## src/rtl/apb_master_if.sv

```systemverilog
// Local command/response and APB bus signals of the single-slave APB requester.
// The master modport is the requester's view; the slave modport is the far side.
interface apb_master_if #(
  parameter int ADDR_W = 8,
  parameter int DATA_W = 8
);
  logic              cmd_valid;
  logic              cmd_ready;
  logic              cmd_write;
  logic [ADDR_W-1:0] cmd_addr;
  logic [DATA_W-1:0] cmd_wdata;
  logic              rsp_valid;
  logic [DATA_W-1:0] rsp_rdata;
  logic              rsp_err;
  logic              rsp_tmo;
  logic              psel0;
  logic              penable;
  logic              pwrite;
  logic [ADDR_W-1:0] paddr;
  logic [DATA_W-1:0] pwdata;
  logic              pready;
  logic              pslverr;
  logic [DATA_W-1:0] prdata;

  modport master (
    input  cmd_valid, cmd_write, cmd_addr, cmd_wdata, pready, pslverr, prdata,
    output cmd_ready, rsp_valid, rsp_rdata, rsp_err, rsp_tmo,
           psel0, penable, pwrite, paddr, pwdata
  );

  modport slave (
    output cmd_valid, cmd_write, cmd_addr, cmd_wdata, pready, pslverr, prdata,
    input  cmd_ready, rsp_valid, rsp_rdata, rsp_err, rsp_tmo,
           psel0, penable, pwrite, paddr, pwdata
  );
endinterface

```

## src/rtl/apb_master.sv

```systemverilog
// Single-slave APB requester: one command at a time, SETUP->ACCESS transfer,
// one-cycle response pulse, and a wait-state watchdog that aborts stuck transfers.
module apb_master #(
  parameter int ADDR_W  = 8,
  parameter int DATA_W  = 8,
  parameter int TIMEOUT = 16
) (
  input logic          clk,
  input logic          preset,
  apb_master_if.master bus
);

  typedef enum logic [1:0] {
    ST_IDLE,
    ST_SETUP,
    ST_ACCESS,
    ST_RESP
  } state_t;

  state_t            r_state;
  logic [7:0]        r_wait_cnt;
  logic              r_cmd_ready;
  logic              r_rsp_valid;
  logic [DATA_W-1:0] r_rsp_rdata;
  logic              r_rsp_err;
  logic              r_rsp_tmo;
  logic              r_psel0;
  logic              r_penable;
  logic              r_pwrite;
  logic [ADDR_W-1:0] r_paddr;
  logic [DATA_W-1:0] r_pwdata;

  logic w_accept;
  logic w_last_wait;

  assign w_accept    = (r_state == ST_IDLE) && r_cmd_ready && bus.cmd_valid;
  assign w_last_wait = (r_wait_cnt == 8'(TIMEOUT - 1));

  always_ff @(posedge clk or posedge preset) begin
    if (preset) begin
      r_state     <= ST_IDLE;
      r_wait_cnt  <= '0;
      r_cmd_ready <= 1'b0;
      r_rsp_valid <= 1'b0;
      r_rsp_rdata <= '0;
      r_rsp_err   <= 1'b0;
      r_rsp_tmo   <= 1'b0;
      r_psel0     <= 1'b0;
      r_penable   <= 1'b0;
      r_pwrite    <= 1'b0;
      r_paddr     <= '0;
      r_pwdata    <= '0;
    end else begin
      case (r_state)
        ST_IDLE: begin
          r_cmd_ready <= 1'b1;
          r_rsp_valid <= 1'b0;
          if (w_accept) begin
            r_cmd_ready <= 1'b0;
            r_pwrite    <= bus.cmd_write;
            r_paddr     <= bus.cmd_addr;
            // Reads leave pwdata at its last written value rather than picking up junk.
            if (bus.cmd_write) begin
              r_pwdata <= bus.cmd_wdata;
            end
            r_psel0 <= 1'b1;
            r_state <= ST_SETUP;
          end
        end

        ST_SETUP: begin
          r_penable <= 1'b1;
          r_state   <= ST_ACCESS;
        end

        ST_ACCESS: begin
          if (bus.pready) begin
            r_rsp_rdata <= (!r_pwrite && !bus.pslverr) ? bus.prdata : '0;
            r_rsp_err   <= bus.pslverr;
            r_rsp_tmo   <= 1'b0;
            r_rsp_valid <= 1'b1;
            r_psel0     <= 1'b0;
            r_penable   <= 1'b0;
            r_state     <= ST_RESP;
          end else if (w_last_wait) begin
            r_rsp_rdata <= '0;
            r_rsp_err   <= 1'b1;
            r_rsp_tmo   <= 1'b1;
            r_rsp_valid <= 1'b1;
            r_psel0     <= 1'b0;
            r_penable   <= 1'b0;
            r_state     <= ST_RESP;
          end else begin
            r_wait_cnt <= r_wait_cnt + 8'd1;
          end
        end

        ST_RESP: begin
          r_rsp_valid <= 1'b0;
          r_wait_cnt  <= '0;
          r_cmd_ready <= 1'b1;
          r_state     <= ST_IDLE;
        end

        default: begin
          r_state <= ST_IDLE;
        end
      endcase
    end
  end

  assign bus.cmd_ready = r_cmd_ready;
  assign bus.rsp_valid = r_rsp_valid;
  assign bus.rsp_rdata = r_rsp_rdata;
  assign bus.rsp_err   = r_rsp_err;
  assign bus.rsp_tmo   = r_rsp_tmo;
  assign bus.psel0     = r_psel0;
  assign bus.penable   = r_penable;
  assign bus.pwrite    = r_pwrite;
  assign bus.paddr     = r_paddr;
  assign bus.pwdata    = r_pwdata;

endmodule

```

## src/flat_wrapper.sv

```systemverilog
// flat-port wrapper written by rule: the top's interface ports become plain ports
module apb_master_flat 
#(
  parameter int ADDR_W  = 8,
  parameter int DATA_W  = 8,
  parameter int TIMEOUT = 16
)
  (clk, preset, bus_cmd_valid, bus_cmd_write, bus_cmd_addr, bus_cmd_wdata, bus_pready, bus_pslverr, bus_prdata, bus_cmd_ready, bus_rsp_valid, bus_rsp_rdata, bus_rsp_err, bus_rsp_tmo, bus_psel0, bus_penable, bus_pwrite, bus_paddr, bus_pwdata);
  apb_master_if #(.ADDR_W(ADDR_W), .DATA_W(DATA_W)) bus_i ();
  input logic clk;
  input logic preset;
  input wire logic [$bits(bus_i.cmd_valid)-1:0] bus_cmd_valid;
  input wire logic [$bits(bus_i.cmd_write)-1:0] bus_cmd_write;
  input wire logic [$bits(bus_i.cmd_addr)-1:0] bus_cmd_addr;
  input wire logic [$bits(bus_i.cmd_wdata)-1:0] bus_cmd_wdata;
  input wire logic [$bits(bus_i.pready)-1:0] bus_pready;
  input wire logic [$bits(bus_i.pslverr)-1:0] bus_pslverr;
  input wire logic [$bits(bus_i.prdata)-1:0] bus_prdata;
  output wire logic [$bits(bus_i.cmd_ready)-1:0] bus_cmd_ready;
  output wire logic [$bits(bus_i.rsp_valid)-1:0] bus_rsp_valid;
  output wire logic [$bits(bus_i.rsp_rdata)-1:0] bus_rsp_rdata;
  output wire logic [$bits(bus_i.rsp_err)-1:0] bus_rsp_err;
  output wire logic [$bits(bus_i.rsp_tmo)-1:0] bus_rsp_tmo;
  output wire logic [$bits(bus_i.psel0)-1:0] bus_psel0;
  output wire logic [$bits(bus_i.penable)-1:0] bus_penable;
  output wire logic [$bits(bus_i.pwrite)-1:0] bus_pwrite;
  output wire logic [$bits(bus_i.paddr)-1:0] bus_paddr;
  output wire logic [$bits(bus_i.pwdata)-1:0] bus_pwdata;
  assign bus_i.cmd_valid = bus_cmd_valid;
  assign bus_i.cmd_write = bus_cmd_write;
  assign bus_i.cmd_addr = bus_cmd_addr;
  assign bus_i.cmd_wdata = bus_cmd_wdata;
  assign bus_i.pready = bus_pready;
  assign bus_i.pslverr = bus_pslverr;
  assign bus_i.prdata = bus_prdata;
  assign bus_cmd_ready = bus_i.cmd_ready;
  assign bus_rsp_valid = bus_i.rsp_valid;
  assign bus_rsp_rdata = bus_i.rsp_rdata;
  assign bus_rsp_err = bus_i.rsp_err;
  assign bus_rsp_tmo = bus_i.rsp_tmo;
  assign bus_psel0 = bus_i.psel0;
  assign bus_penable = bus_i.penable;
  assign bus_pwrite = bus_i.pwrite;
  assign bus_paddr = bus_i.paddr;
  assign bus_pwdata = bus_i.pwdata;
  apb_master #(.ADDR_W(ADDR_W), .DATA_W(DATA_W), .TIMEOUT(TIMEOUT)) u_core (.clk(clk), .preset(preset), .bus(bus_i));
endmodule
```

## config.mk

```make
export PLATFORM = sky130hd
export DESIGN_NAME = apb_master_flat
export DESIGN_NICKNAME = d
export VERILOG_FILES = /design/src/rtl/apb_master_if.sv /design/src/rtl/apb_master.sv /design/src/flat_wrapper.sv
export SDC_FILE = /design/constraint.sdc
export NUM_CORES = 1
export LEC_CHECK = 0
export ABC_CLOCK_PERIOD_IN_PS = 2100
export CAP_MARGIN = 5
export CORE_ASPECT_RATIO = 0.5
export CORE_MARGIN = 2
export CORE_UTILIZATION = 46
export DETAILED_ROUTE_END_ITERATION = 7
export GPL_ROUTABILITY_DRIVEN = 1
export PLACE_DENSITY_LB_ADDON = 0.2
export SYNTH_ARGS = -nofsm -noshare
export SYNTH_HDL_FRONTEND = slang
export SYNTH_SLANG_ARGS = --single-unit
```

## constraint.sdc

```tcl
create_clock -name clk -period 2.1 [get_ports clk]
set_input_delay 0.42 -clock clk [delete_from_list [all_inputs] [get_ports clk]]
set_output_delay 0.42 -clock clk [all_outputs]
set_load 0.01 [all_outputs]
```

==> images/floorplan.png <==
Bar = 20 microns. Pins as bars on the die edge.
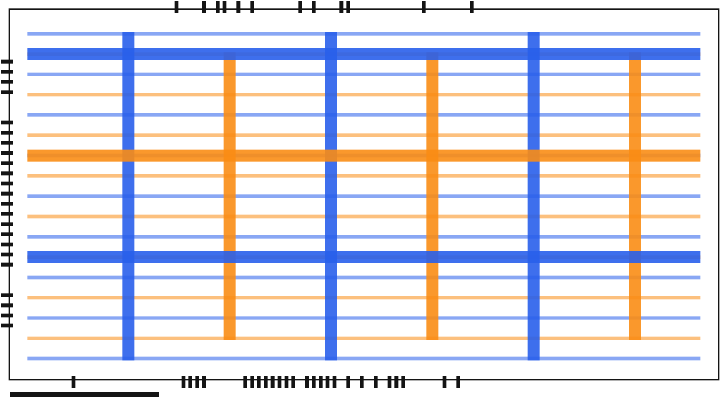
Blue stands for VSS. Orange stands for VDD.
61 signal pins sit on the boundary. 17 met1 rails follow the rows. 3 straps on met5.
core area: 3924 sq um
Peak supply drop: 754.8 uV

==> images/class_map.png <==
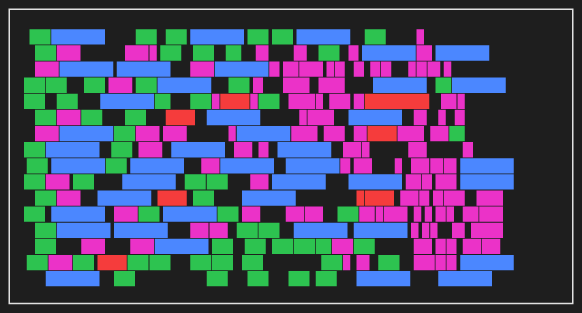
Green stands for remaining buffers and delay cells, cells 65, share of their area 25%. Magenta stands for remaining logic cells, cells 108, share of their area 31%. Red stands for clock drivers and dummy loads, cells 8, share of their area 4.5%. Blue stands for sequential cells, cells 41, share of their area 40%.
FP Rows: 16
register share of the cell area: 38.53%
Finished Cell Area: 2663 sq um
final core occ: 67.86%

==> out/results.txt <==
Status -> finished clean
GRT overflow -> 0
Clock buffer count -> 7
Count of non-CTS inverters in the layout -> 7
Metal-1 WL -> 1769 microns
Top Metal Used -> met4
Yosys top cell by area -> dfrtp_1
Count of final setup violators -> 0
CTS root buf -> clkbuf_8
Worst setup EP type -> flip-flop
Worst Hold Depth -> 1
Postcts setup bufs -> 0
Largest net degree at the start of global routing -> 42
Critical R2R Capture -> u_core.r_wait_cnt[0]
Multi-input logic area -> 788.3 sq um
Flip-flops with a built-in enable -> 0
Final worst-path cycle share -> 86.69%
Worst Hold End -> u_core.bus.rsp_tmo
DRC errors left -> 0
Synthesis area per yosys -> 1898 sq um
Post-CTS resize count -> 0
I/O Pins -> 61
Hold Vio Cnt, Final -> 0
Max FO, Critical Path -> 9
DR WL/cell -> 14.60 microns
Initial Util -> 48.37%
Comb/total area -> 29.61%
Synth Net Count -> 190
Comb_multi_in -> 101
Tapcells -> 54
Mapped Cells -> 154
Antenna fix cells -> 0
Mux frac, synth -> 10.61%
RSZ-0062 raised after global routing -> false
Non-clock buffering overhead -> 23.97%
TritonCTS clock tree -> done
Reg2reg setup slack -> 0.28 ns
Post-Route WL -> 4029 microns
Clk slew on worst S/H paths -> 0.08 ns
Non-clock buffers -> 65
First-pass GRT wire length -> 6969 microns
Final Max-Slew Violation Tally -> 0
Mapped Area -> 1898 sq um
Share of cells above drive strength 1 -> 17.57%
Vias in the first global route -> 1493
Ranking of synthesized cells by area -> dfrtp_1, mux2_2, ha_1
Die H -> 49.42 microns
Clock Skew -> 0.008633 ns
Reg2Reg Depth -> 6
Async SR Flop Fraction -> 100.0%
Period minus WS final -> 1.821 ns
Tool warning count -> 30
Path category of the worst min-delay check -> flip-flop to flip-flop
Met2 usage -> 29.55%
Area Overhead vs Synth -> 40.28%
Worst-margin pin slew -> 0.4984 ns
Most frequent cell after synthesis -> dfrtp_1
Met2 wire length -> 1908 microns
Vias -> 1470
Main logic family after synthesis -> AND-OR/OR-AND gates
Hold_sp -> u_core.bus.rsp_tmo
DP HPWL -> 2903 microns
Crit path kind -> flip-flop to flip-flop
Placed standard-cell area -> 2546 sq um
WP data required -> 2.28 ns
DIE AREA -> 4687 sq um
Yosys Instances -> 154
Top cell area share -> 54.05%
Via/cell ratio -> 5.326
Most numerous logic cell after layout -> clkdlybuf4s50_1
Mean post-synth cell area -> 12.33 sq um
[through the flow]
stage | std cells | total power, mW | hold slack (ns)
2_1_floorplan | 154 | 2.222 | 0.4880
3_3_place_gp | 268 | 3.002 | 0.4846
3_5_place_dp | 268 | 3.048 | 0.4847
4_1_cts | 276 | 3.719 | 0.5078
5_1_grt | 276 | 3.948 | 0.5254
6_report | 276 | 3.679 | 0.5021
[critical path: stages (launching register included)]
cell       delay (ns)
dfrtp_1          0.40
inv_1            0.09
ha_1             0.31
and4_1           0.26
a21boi_2         0.35
o21ai_1          0.15
o2bb2ai_1        0.15
[power by group]
group	internal (mW)	total [mW]	switching (mW)	leakage, nW
clock	0.387	0.651	0.264	0.0585
combinational	0.960	1.65	0.694	0.585
sequential	1.13	1.37	0.240	0.508
total	2.48	3.68	1.20	1.15
No activity file was given, so power comes from the tool's default toggle rates.
